run_1/met3.png
The bar under the picture is 50 um long.
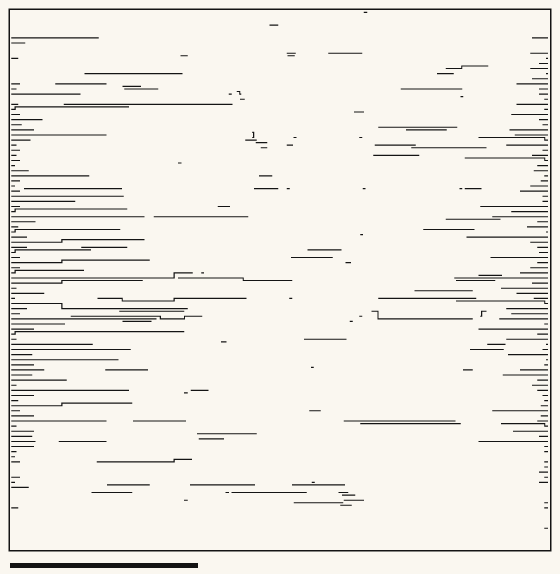
run_1/density.png
14 x 14 tiles, from black (low) to pale yellow (high), 0 to 100% covered.
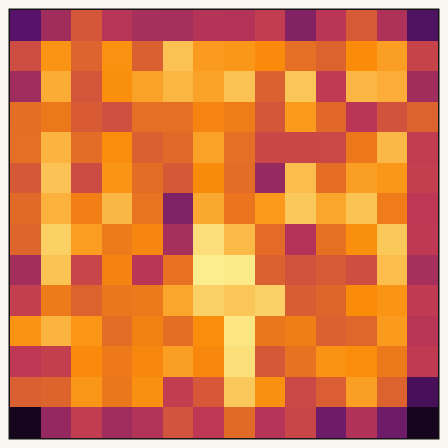
run_1/gate_families.png
The bar under the picture is 50 um long.
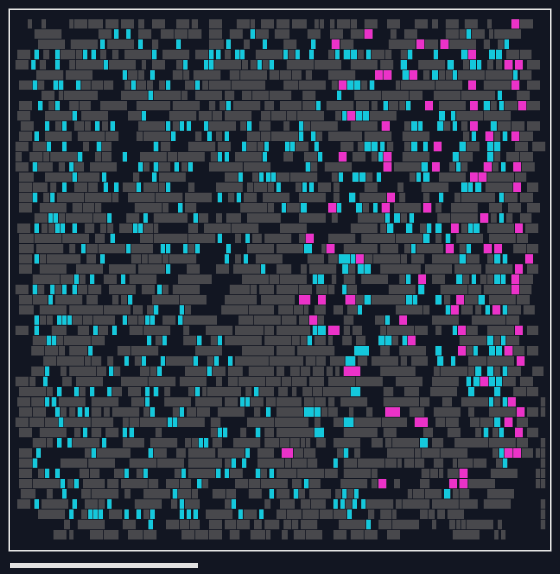
run_1/port_nets.png
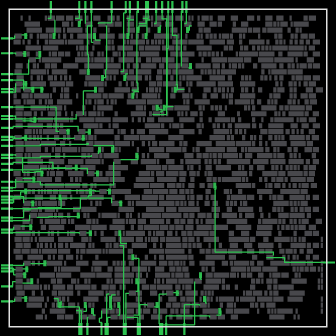
**config.mk**
```make
export PLATFORM = sky130hd
export DESIGN_NAME = des_wb_master
export DESIGN_NICKNAME = d
export VERILOG_FILES = /design/src/rtl/des_wb_master.sv
export SDC_FILE = /design/constraint.sdc
export NUM_CORES = 1
export LEC_CHECK = 0
export CAP_MARGIN = 20
export CORE_UTILIZATION = 47
export CTS_CLUSTER_DIAMETER = 100
export DETAILED_ROUTE_END_ITERATION = 8
export PLACE_DENSITY_LB_ADDON = 0.05
export REMOVE_ABC_BUFFERS = 1
export SETUP_SLACK_MARGIN = 0.05
export SYNTH_ARGS = -nofsm -noshare
export SYNTH_HDL_FRONTEND = slang
export SYNTH_SLANG_ARGS = --single-unit
export TNS_END_PERCENT = 50
```
**constraint.sdc**
```tcl
create_clock -name clk -period 2.6 [get_ports clk]
set_clock_uncertainty 0.1 [all_clocks]
set_input_delay 0.52 -clock clk [delete_from_list [all_inputs] [get_ports clk]]
set_output_delay 0.52 -clock clk [all_outputs]
set_load 0.02 [all_outputs]
```
**src/rtl/des_wb_master.sv**
```systemverilog
// des_wb_master
// Wishbone initiator that takes one DES job (key, 64-bit text, direction)
// from a valid/ready request port. It walks the DES peripheral's register map
// with single transactions: load the key and input, start, poll status, read
// the result, clear control. It then returns {out_hi, out_lo} and an error
// flag on a valid/ready response port.
//
// Ports
//   clk, reset                      clock, synchronous active-high reset
//   i_req_valid / o_req_ready       job handshake (ready only while idle)
//   i_req_key, i_req_text           64-bit key and text block
//   i_req_encrypt                   1 = encrypt, 0 = decrypt
//   o_rsp_valid / i_rsp_ready       result handshake
//   o_rsp_text, o_rsp_err           result block, abort flag (poll/ack timeout)
//   o_wb_cyc/stb/we/addr/data       Wishbone master outputs
//   i_wb_ack/stall/data             Wishbone slave responses
module des_wb_master #(
    parameter logic [31:0] BASE_ADDRESS = 32'h3000_0000,
    parameter int          POLL_LIMIT   = 64,
    parameter int          ACK_TIMEOUT  = 16
) (
    input  logic        clk,
    input  logic        reset,
    input  logic        i_req_valid,
    output logic        o_req_ready,
    input  logic [63:0] i_req_key,
    input  logic [63:0] i_req_text,
    input  logic        i_req_encrypt,
    output logic        o_rsp_valid,
    input  logic        i_rsp_ready,
    output logic [63:0] o_rsp_text,
    output logic        o_rsp_err,
    output logic        o_wb_cyc,
    output logic        o_wb_stb,
    output logic        o_wb_we,
    output logic [31:0] o_wb_addr,
    output logic [31:0] o_wb_data,
    input  logic        i_wb_ack,
    input  logic        i_wb_stall,
    input  logic [31:0] i_wb_data
);
    localparam logic [1:0] ST_IDLE = 2'd0;
    localparam logic [1:0] ST_XFER = 2'd1;
    localparam logic [1:0] ST_RESP = 2'd2;

    localparam logic [3:0] OP_KEY_LO = 4'd0;
    localparam logic [3:0] OP_KEY_HI = 4'd1;
    localparam logic [3:0] OP_IN_LO  = 4'd2;
    localparam logic [3:0] OP_IN_HI  = 4'd3;
    localparam logic [3:0] OP_GO     = 4'd4;
    localparam logic [3:0] OP_STS    = 4'd5;
    localparam logic [3:0] OP_OUT_LO = 4'd6;
    localparam logic [3:0] OP_OUT_HI = 4'd7;
    localparam logic [3:0] OP_CLR    = 4'd8;

    localparam int PW = $clog2(POLL_LIMIT + 1);
    localparam int AW = $clog2(ACK_TIMEOUT + 1);
    localparam logic [PW-1:0] POLL_LAST = PW'(POLL_LIMIT - 1);
    localparam logic [AW-1:0] ACK_LAST  = AW'(ACK_TIMEOUT - 1);

    logic [1:0]    state_reg;
    logic [3:0]    op_reg;
    logic          stb_reg;
    logic [PW-1:0] poll_cnt_reg;
    logic [AW-1:0] ack_cnt_reg;
    logic [63:0]   key_reg;
    logic [63:0]   text_reg;
    logic          encrypt_reg;
    logic [31:0]   out_lo_reg;
    logic [31:0]   out_hi_reg;
    logic          err_reg;

    // Address offset, direction and write data of the current operation.
    logic [7:0]  op_offset;
    logic        op_we;
    logic [31:0] op_data;

    always_comb begin
        op_offset = 8'h00;
        op_we     = 1'b0;
        op_data   = 32'h0;
        case (op_reg)
            OP_KEY_LO: begin op_offset = 8'h10; op_we = 1'b1; op_data = key_reg[31:0];  end
            OP_KEY_HI: begin op_offset = 8'h14; op_we = 1'b1; op_data = key_reg[63:32]; end
            OP_IN_LO:  begin op_offset = 8'h00; op_we = 1'b1; op_data = text_reg[31:0]; end
            OP_IN_HI:  begin op_offset = 8'h04; op_we = 1'b1; op_data = text_reg[63:32]; end
            OP_GO:     begin op_offset = 8'h18; op_we = 1'b1; op_data = {30'b0, encrypt_reg, 1'b1}; end
            OP_STS:    begin op_offset = 8'h1C; end
            OP_OUT_LO: begin op_offset = 8'h08; end
            OP_OUT_HI: begin op_offset = 8'h0C; end
            OP_CLR:    begin op_offset = 8'h18; op_we = 1'b1; op_data = 32'h0; end
            default:   begin op_offset = 8'h00; end
        endcase
    end

    // cyc covers the whole transaction; the other bus outputs are forced to
    // zero outside it so the bus is quiet while idle or responding.
    assign o_wb_cyc  = (state_reg == ST_XFER);
    assign o_wb_stb  = stb_reg;
    assign o_wb_we   = o_wb_cyc & op_we;
    assign o_wb_addr = o_wb_cyc ? (BASE_ADDRESS + {24'd0, op_offset}) : 32'h0;
    assign o_wb_data = (o_wb_cyc & op_we) ? op_data : 32'h0;

    // Ready is masked by reset so every output reads 0 while reset is held.
    assign o_req_ready = (state_reg == ST_IDLE) & ~reset;
    assign o_rsp_valid = (state_reg == ST_RESP);
    assign o_rsp_text  = o_rsp_valid ? {out_hi_reg, out_lo_reg} : 64'h0;
    assign o_rsp_err   = o_rsp_valid & err_reg;

    always_ff @(posedge clk) begin
        if (reset) begin
            state_reg    <= ST_IDLE;
            op_reg       <= OP_KEY_LO;
            stb_reg      <= 1'b0;
            poll_cnt_reg <= '0;
            ack_cnt_reg  <= '0;
            key_reg      <= 64'h0;
            text_reg     <= 64'h0;
            encrypt_reg  <= 1'b0;
            out_lo_reg   <= 32'h0;
            out_hi_reg   <= 32'h0;
            err_reg      <= 1'b0;
        end else begin
            case (state_reg)
                ST_IDLE: begin
                    if (i_req_valid) begin
                        key_reg      <= i_req_key;
                        text_reg     <= i_req_text;
                        encrypt_reg  <= i_req_encrypt;
                        op_reg       <= OP_KEY_LO;
                        stb_reg      <= 1'b1;
                        poll_cnt_reg <= '0;
                        ack_cnt_reg  <= '0;
                        out_lo_reg   <= 32'h0;
                        out_hi_reg   <= 32'h0;
                        err_reg      <= 1'b0;
                        state_reg    <= ST_XFER;
                    end
                end
                ST_XFER: begin
                    if (stb_reg && !i_wb_stall) begin
                        stb_reg <= 1'b0;
                    end
                    if (i_wb_ack) begin
                        // Next transaction strobes in the cycle right after the ack.
                        ack_cnt_reg <= '0;
                        stb_reg     <= 1'b1;
                        op_reg      <= op_reg + 4'd1;
                        case (op_reg)
                            OP_STS: begin
                                if (i_wb_data[0]) begin
                                    op_reg <= OP_OUT_LO;
                                end else if (poll_cnt_reg == POLL_LAST) begin
                                    // Give up polling but still release ctrl.
                                    op_reg  <= OP_CLR;
                                    err_reg <= 1'b1;
                                end else begin
                                    op_reg       <= OP_STS;
                                    poll_cnt_reg <= poll_cnt_reg + PW'(1);
                                end
                            end
                            OP_OUT_LO: out_lo_reg <= i_wb_data;
                            OP_OUT_HI: out_hi_reg <= i_wb_data;
                            OP_CLR: begin
                                stb_reg   <= 1'b0;
                                state_reg <= ST_RESP;
                            end
                            default: ;
                        endcase
                    end else if (ack_cnt_reg == ACK_LAST) begin
                        // Slave is unresponsive: abandon the bus, no ctrl clear.
                        stb_reg    <= 1'b0;
                        err_reg    <= 1'b1;
                        out_lo_reg <= 32'h0;
                        out_hi_reg <= 32'h0;
                        state_reg  <= ST_RESP;
                    end else begin
                        ack_cnt_reg <= ack_cnt_reg + AW'(1);
                    end
                end
                ST_RESP: begin
                    if (i_rsp_ready) begin
                        state_reg <= ST_IDLE;
                    end
                end
                default: state_reg <= ST_IDLE;
            endcase
        end
    end
endmodule

```
==> run_summary.xml, run 1 <==
<?xml version="1.0" encoding="UTF-8"?>
<metrics>
  <group name="power_and_ir_drop">
    <metric name="power.sequential.fraction" unit="">0.450</metric>
    <metric name="clock_net_power" unit="mW">3.12</metric>
    <metric name="comb_cell_power" unit="mW">1.13</metric>
    <metric name="totalPowerFinal" unit="mW">7.73</metric>
    <metric name="switching_share" unit="">0.252</metric>
  </group>
  <group name="cells_and_area">
    <metric name="fill_cells" unit="">1629</metric>
    <metric name="num-multi-input-gates" unit="">890</metric>
  </group>
  <group name="grt">
    <metric name="pin_count_of_the_biggest_net_entering_global_routing" unit="">164</metric>
    <metric name="grt_busiest_layer" unit="">met2</metric>
    <metric name="global_route.usage.met2" unit="">0.462</metric>
    <metric name="grt_pass1_vias" unit="">8688</metric>
  </group>
  <group name="critical_path">
    <metric name="worstPathBufferInverterCount" unit="">4</metric>
    <metric name="regToRegSetupSlack" unit="ps">380</metric>
    <metric name="r2r.worst_path.cells" unit="">8</metric>
    <metric name="cp-start-kind" unit="">flop</metric>
    <metric name="r2r_endpoint" unit="">out_lo_reg[31]</metric>
    <metric name="worstSetupStartpoint" unit="">op_reg[0]</metric>
    <metric name="cp_slowest_stage_delay" unit="ps">400</metric>
    <metric name="cp_slowest_cell" unit="">dfxtp_4</metric>
    <metric name="crit_cells" unit="">9</metric>
    <metric name="data_required_critical_path" unit="ps">1980</metric>
    <metric name="setup.worst_path.end_class" unit="">output pin</metric>
  </group>
  <group name="cts">
    <metric name="number_of_cts_inserted_buffers" unit="">23</metric>
    <metric name="clkTransAtPathRegs" unit="ps">60</metric>
    <metric name="cts-resized-gates" unit="">295</metric>
    <metric name="cts_num_sinks" unit="">213</metric>
    <metric name="cts_hold_buffers" unit="">0</metric>
    <metric name="post-cts-setup-buffer-count" unit="">7</metric>
    <metric name="clock_latency" unit="ps">500</metric>
  </group>
  <group name="outcome">
    <metric name="outcome" unit="">finished, violations left</metric>
    <metric name="violations_in_the_final_reports" unit="">setup timing</metric>
  </group>
  <group name="final_timing">
    <metric name="finalSetupViolations" unit="">36</metric>
    <metric name="post-route-min-period" unit="ps">2930</metric>
    <metric name="hold_slack" unit="ps">346</metric>
    <metric name="setup_tns" unit="ps">-10510</metric>
    <metric name="maxSlewViolCount" unit="">0</metric>
    <metric name="worstMarginPinSlew" unit="ps">763</metric>
    <metric name="setup_ws" unit="ps">-329</metric>
  </group>
  <group name="routing">
    <metric name="drc_errors" unit="">0</metric>
    <metric name="detail-route-antenna-nets" unit="">0</metric>
    <metric name="firstDrtPassIters" unit="">5</metric>
    <metric name="routed-wl-met2" unit="um">13700</metric>
    <metric name="highest-signal-layer" unit="">met4</metric>
    <metric name="initialDrtViolationCount" unit="">573</metric>
    <metric name="wl_met1" unit="um">12000</metric>
    <metric name="route.detailed.wl_per_inst" unit="um">16.2</metric>
    <metric name="vias_per_cell" unit="">5.26</metric>
  </group>
  <group name="synthesis">
    <metric name="synth-async-reset-ratio" unit="">0</metric>
    <metric name="synth.cellmix.adderShare" unit="">0.00927</metric>
    <metric name="yosys_cells" unit="">1219</metric>
    <metric name="synth.cell_area" unit="um^2">9450</metric>
    <metric name="top_cells_by_count" unit="">nand2_1 (327), a21oi_1 (235), dfxtp_1 (213)</metric>
    <metric name="ys_sh_simple" unit="">0.248</metric>
    <metric name="most_frequent_cell_after_synthesis" unit="">nand2_1</metric>
    <metric name="xor_area_frac" unit="">0.000927</metric>
    <metric name="synthesis.instances" unit="">1219</metric>
    <metric name="synth_cell_types" unit="">62</metric>
  </group>
  <group name="job">
    <metric name="openroad.warnings" unit="">32</metric>
  </group>
  <group name="placement">
    <metric name="place_hpwl" unit="um">18300</metric>
  </group>
  <group name="floorplan">
    <metric name="fp.dieH" unit="um">144</metric>
  </group>
</metrics>
Notes on met3.png above:
wire length on this layer: 2,340 um
longest straight run: 44.9 um
share of all routed wire: 8.2%
main direction: horizontal
total detailed-routing wirelength: 28,600 um
met3 Usage GRT: 0.0716

Notes on density.png above:
mean over tiles: 65%
tiles over 75% full: 32%
fullest tile: 96%
floorplan utilization: 0.482
share of the core filled with cells: 0.704
core box area: 19,600 um^2

Notes on gate_families.png above:
[AND and OR gates] magenta | cells: 80
[NAND gates] cyan | cells: 409 | where: widely spread
most common cell after layout, fill and taps aside: nand2_1
post-route insts no fill: 1,766
multi-input combinational area share: 0.356

Notes on port_nets.png above:
[i_req_text] green | bits: 64 | direction: input | edge: 33 left, 16 top, 14 bottom, 1 right | end cells: 64 | buffers: 64 | wire: 1,610 um
boundary pin count: 301
Buffers on Ports: 273

run_1/final_placement.png
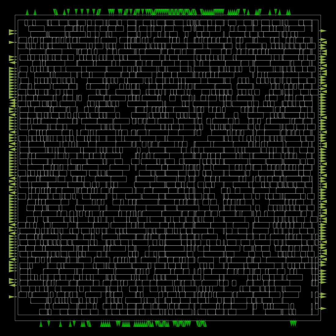

==> inputs of run 2 (changes only) <==
- CORE_UTILIZATION: 47 -> 48
- CTS_BUF_LIST: unset -> sky130_fd_sc_hd__clkbuf_4 sky130_fd_sc_hd__clkbuf_8
run_2/final_placement.png
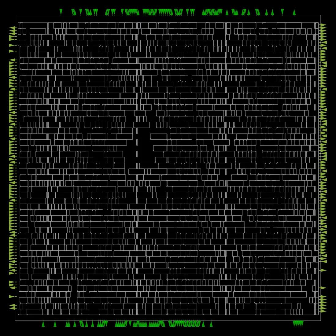
fillers: 1,581
post-route insts no fill: 1,773
core box area: 19,000 um^2

==> run_summary.xml, run 2 <==
<?xml version="1.0" encoding="UTF-8"?>
<metrics>
  <group name="outcome">
    <metric name="outcome" unit="">finished, violations left</metric>
    <metric name="violations_in_the_final_reports" unit="">setup timing</metric>
  </group>
  <group name="final_timing">
    <metric name="finalSetupViolations" unit="">35</metric>
    <metric name="post-route-min-period" unit="ps">2920</metric>
    <metric name="setup_tns" unit="ps">-9860</metric>
    <metric name="setup_ws" unit="ps">-323</metric>
    <metric name="maxSlewViolCount" unit="">0</metric>
    <metric name="worstMarginPinSlew" unit="ps">646</metric>
    <metric name="hold_slack" unit="ps">246</metric>
  </group>
  <group name="power_and_ir_drop">
    <metric name="power.sequential.fraction" unit="">0.441</metric>
    <metric name="comb_cell_power" unit="mW">1.12</metric>
    <metric name="clock_net_power" unit="mW">3.30</metric>
    <metric name="switching_share" unit="">0.252</metric>
    <metric name="totalPowerFinal" unit="mW">7.90</metric>
    <metric name="pg_seq" unit="mW">3.48</metric>
  </group>
  <group name="floorplan">
    <metric name="fp.dieH" unit="um">142</metric>
    <metric name="floorplan_utilization" unit="">0.497</metric>
    <metric name="die_width" unit="um">142</metric>
    <metric name="design.portCount" unit="">301</metric>
  </group>
  <group name="routing">
    <metric name="totalWireLength" unit="um">28400</metric>
    <metric name="route.detailed.wl_per_inst" unit="um">16.0</metric>
    <metric name="detail-route-antenna-nets" unit="">0</metric>
    <metric name="initialDrtViolationCount" unit="">618</metric>
    <metric name="vias_per_cell" unit="">5.31</metric>
    <metric name="highest-signal-layer" unit="">met4</metric>
    <metric name="wl_met1" unit="um">11600</metric>
    <metric name="drc_errors" unit="">0</metric>
    <metric name="firstDrtPassIters" unit="">5</metric>
    <metric name="routed-wl-met2" unit="um">13700</metric>
  </group>
  <group name="job">
    <metric name="openroad.warnings" unit="">33</metric>
  </group>
  <group name="critical_path">
    <metric name="worstSetupStartpoint" unit="">op_reg[0]</metric>
    <metric name="data_required_critical_path" unit="ps">1980</metric>
    <metric name="r2r.worst_path.cells" unit="">9</metric>
    <metric name="crit_cells" unit="">8</metric>
    <metric name="critical-path-top-delay-family" unit="">buffers and inverters</metric>
    <metric name="cp-start-kind" unit="">flop</metric>
    <metric name="regToRegSetupSlack" unit="ps">370</metric>
    <metric name="r2r_endpoint" unit="">out_hi_reg[18]</metric>
    <metric name="cp_slowest_stage_delay" unit="ps">380</metric>
    <metric name="setup.worst_path.end_class" unit="">output pin</metric>
    <metric name="worstPathBufferInverterCount" unit="">4</metric>
    <metric name="cp_slowest_cell" unit="">o41ai_4</metric>
  </group>
  <group name="synthesis">
    <metric name="ys_sh_simple" unit="">0.248</metric>
    <metric name="top_cells_by_count" unit="">nand2_1 (327), a21oi_1 (235), dfxtp_1 (213)</metric>
    <metric name="yosys_cells" unit="">1219</metric>
    <metric name="synthesis.instances" unit="">1219</metric>
    <metric name="most_frequent_cell_after_synthesis" unit="">nand2_1</metric>
    <metric name="synth.cellmix.adderShare" unit="">0.00927</metric>
    <metric name="synth.cell_area" unit="um^2">9450</metric>
    <metric name="synth-async-reset-ratio" unit="">0</metric>
  </group>
  <group name="cells_and_area">
    <metric name="comb_share" unit="">0.360</metric>
    <metric name="finalNetCount" unit="">1662</metric>
    <metric name="post-route-util" unit="">0.714</metric>
    <metric name="num-multi-input-gates" unit="">890</metric>
  </group>
  <group name="placement">
    <metric name="place_hpwl" unit="um">17900</metric>
  </group>
  <group name="grt">
    <metric name="use_met3" unit="">0.0804</metric>
    <metric name="grt_busiest_layer" unit="">met2</metric>
    <metric name="global_route.usage.met2" unit="">0.455</metric>
    <metric name="grt.total_usage" unit="">0.269</metric>
    <metric name="grt_pass1_vias" unit="">8787</metric>
    <metric name="pin_count_of_the_biggest_net_entering_global_routing" unit="">137</metric>
  </group>
  <group name="cts">
    <metric name="post-cts-setup-buffer-count" unit="">3</metric>
    <metric name="cts-resized-gates" unit="">253</metric>
    <metric name="clkTransAtPathRegs" unit="ps">60</metric>
    <metric name="cts_hold_buffers" unit="">0</metric>
    <metric name="clock_latency" unit="ps">520</metric>
    <metric name="cts_num_sinks" unit="">213</metric>
    <metric name="number_of_cts_inserted_buffers" unit="">37</metric>
    <metric name="clock_buffer_depth" unit="">3</metric>
  </group>
</metrics>
run_2/gate_families.png
The bar under the picture is 50 um long.
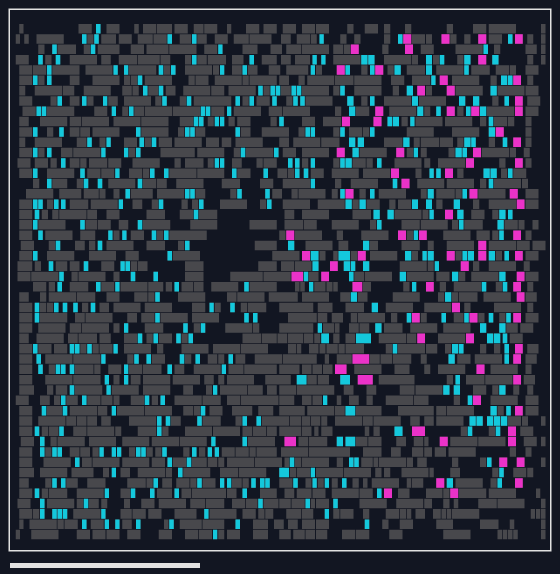

==> inputs of run 3 (changes only) <==
- CORE_UTILIZATION: 48 -> 47
- CTS_BUF_LIST: sky130_fd_sc_hd__clkbuf_4 sky130_fd_sc_hd__clkbuf_8 -> sky130_fd_sc_hd__clkbuf_4 sky130_fd_sc_hd__clkbuf_8 sky130_fd_sc_hd__clkbuf_16
run_3/gate_families.png
The bar under the picture is 50 um long.
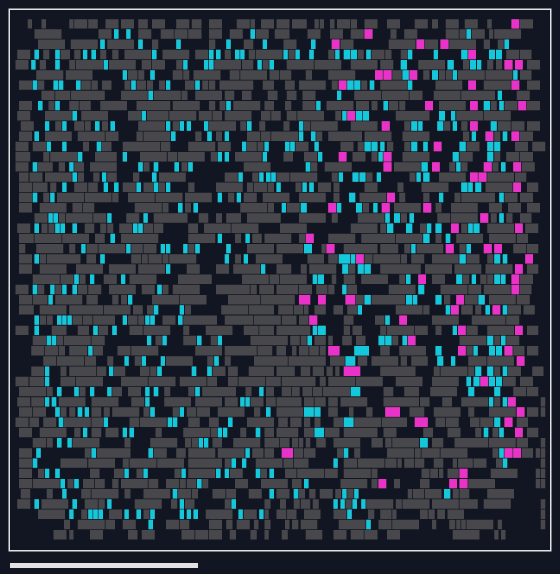
[AND and OR gates] magenta | cells: 80
[NAND gates] cyan | cells: 409 | where: widely spread
multi-input combinational area share: 0.351
post-route insts no fill: 1,766

==> run_summary.xml, run 3 <==
<?xml version="1.0" encoding="UTF-8"?>
<metrics>
  <group name="cells_and_area">
    <metric name="synthToLayoutAreaGrowth" unit="%">44.1</metric>
    <metric name="fin_area" unit="um^2">13600</metric>
    <metric name="fill_cells" unit="">1666</metric>
    <metric name="area_share_clock_buf_inv" unit="">0.0545</metric>
    <metric name="seq_area_frac" unit="">0.314</metric>
    <metric name="num-multi-input-gates" unit="">890</metric>
    <metric name="finalNetCount" unit="">1659</metric>
    <metric name="non_clock_buffer_total_of_the_final_layout" unit="">346</metric>
    <metric name="post-route-util" unit="">0.695</metric>
  </group>
  <group name="grt">
    <metric name="global_route.usage.met2" unit="">0.454</metric>
    <metric name="grt_pass1_vias" unit="">8602</metric>
    <metric name="grt.total_usage" unit="">0.266</metric>
    <metric name="grt_busiest_layer" unit="">met2</metric>
    <metric name="pin_count_of_the_biggest_net_entering_global_routing" unit="">164</metric>
    <metric name="use_met3" unit="">0.0686</metric>
  </group>
  <group name="routing">
    <metric name="wl_met1" unit="um">11800</metric>
    <metric name="initialDrtViolationCount" unit="">573</metric>
    <metric name="route.detailed.wl_per_inst" unit="um">15.9</metric>
    <metric name="drc_errors" unit="">0</metric>
    <metric name="totalWireLength" unit="um">28000</metric>
    <metric name="highest-signal-layer" unit="">met4</metric>
    <metric name="vias_per_cell" unit="">5.24</metric>
    <metric name="firstDrtPassIters" unit="">5</metric>
    <metric name="routed-wl-met2" unit="um">13400</metric>
    <metric name="detail-route-antenna-nets" unit="">0</metric>
  </group>
  <group name="synthesis">
    <metric name="synth-async-reset-ratio" unit="">0</metric>
    <metric name="synth.cell_area" unit="um^2">9450</metric>
    <metric name="most_frequent_cell_after_synthesis" unit="">nand2_1</metric>
    <metric name="top_cells_by_count" unit="">nand2_1 (327), a21oi_1 (235), dfxtp_1 (213)</metric>
    <metric name="synthesis.instances" unit="">1219</metric>
    <metric name="synthDominantAreaCellType" unit="">dfxtp_1</metric>
    <metric name="yosys_cells" unit="">1219</metric>
    <metric name="avgSynthCellArea" unit="um^2">7.75</metric>
    <metric name="seq_area_frac_synth" unit="">0.451</metric>
    <metric name="ys_sh_simple" unit="">0.248</metric>
    <metric name="ys_sh_mux" unit="">0.00225</metric>
    <metric name="synth.cellmix.adderShare" unit="">0.00927</metric>
  </group>
  <group name="power_and_ir_drop">
    <metric name="pg_seq" unit="mW">3.48</metric>
    <metric name="combPwrFrac" unit="">0.142</metric>
    <metric name="comb_cell_power" unit="mW">1.10</metric>
    <metric name="power.sequential.fraction" unit="">0.450</metric>
    <metric name="clock_net_power" unit="mW">3.17</metric>
    <metric name="powerDensity" unit="nW/um^2">569</metric>
    <metric name="leakagePower" unit="nW">5.22</metric>
    <metric name="switching_share" unit="">0.248</metric>
    <metric name="totalPowerFinal" unit="mW">7.75</metric>
  </group>
  <group name="final_timing">
    <metric name="maxSlewViolCount" unit="">0</metric>
    <metric name="fin_crit_sh" unit="">1.13</metric>
    <metric name="finalSetupViolations" unit="">36</metric>
    <metric name="setup_ws" unit="ps">-329</metric>
    <metric name="worstMarginPinSlew" unit="ps">748</metric>
    <metric name="hold_slack" unit="ps">346</metric>
    <metric name="setup_tns" unit="ps">-9380</metric>
    <metric name="post-route-min-period" unit="ps">2930</metric>
  </group>
  <group name="outcome">
    <metric name="violations_in_the_final_reports" unit="">setup timing</metric>
    <metric name="outcome" unit="">finished, violations left</metric>
  </group>
  <group name="critical_path">
    <metric name="r2r.worst_path.cells" unit="">8</metric>
    <metric name="cp_slowest_stage_delay" unit="ps">400</metric>
    <metric name="worstSetupStartpoint" unit="">op_reg[0]</metric>
    <metric name="critical-path-top-delay-family" unit="">buffers and inverters</metric>
    <metric name="critical_path.cell_chain" unit="">inv_4 &gt; ha_4 &gt; buf_6 &gt; nor2b_4 &gt; o41ai_4 &gt; buf_6 &gt; buf_12 &gt; buf_16 &gt; a21oi_4 &gt; buf_6</metric>
    <metric name="data_required_critical_path" unit="ps">1980</metric>
    <metric name="crit_cells" unit="">10</metric>
    <metric name="cp-start-kind" unit="">flop</metric>
    <metric name="setup.worst_path.end_class" unit="">output pin</metric>
    <metric name="worstPathBufferInverterCount" unit="">6</metric>
    <metric name="r2r_endpoint" unit="">out_lo_reg[31]</metric>
    <metric name="cp_slowest_cell" unit="">dfxtp_4</metric>
    <metric name="regToRegSetupSlack" unit="ps">380</metric>
  </group>
  <group name="cts">
    <metric name="clock_buffer_depth" unit="">3</metric>
    <metric name="clockRootBuffer" unit="">clkbuf_16</metric>
    <metric name="post-cts-setup-buffer-count" unit="">6</metric>
    <metric name="cts-resized-gates" unit="">264</metric>
    <metric name="number_of_cts_inserted_buffers" unit="">23</metric>
    <metric name="clock_latency" unit="ps">500</metric>
    <metric name="clkTransAtPathRegs" unit="ps">60</metric>
    <metric name="cts_num_sinks" unit="">213</metric>
    <metric name="cts_hold_buffers" unit="">0</metric>
    <metric name="clock_tree_from_tritoncts" unit="">yes</metric>
  </group>
  <group name="job">
    <metric name="openroad.warnings" unit="">32</metric>
  </group>
  <group name="hold_path">
    <metric name="worstHoldPathCells" unit="">2</metric>
  </group>
  <group name="floorplan">
    <metric name="floorplan_utilization" unit="">0.482</metric>
    <metric name="die_width" unit="um">144</metric>
    <metric name="design.portCount" unit="">301</metric>
    <metric name="chip_area" unit="um^2">20700</metric>
    <metric name="fp.dieH" unit="um">144</metric>
  </group>
  <group name="placement">
    <metric name="place_hpwl" unit="um">18300</metric>
  </group>
</metrics>
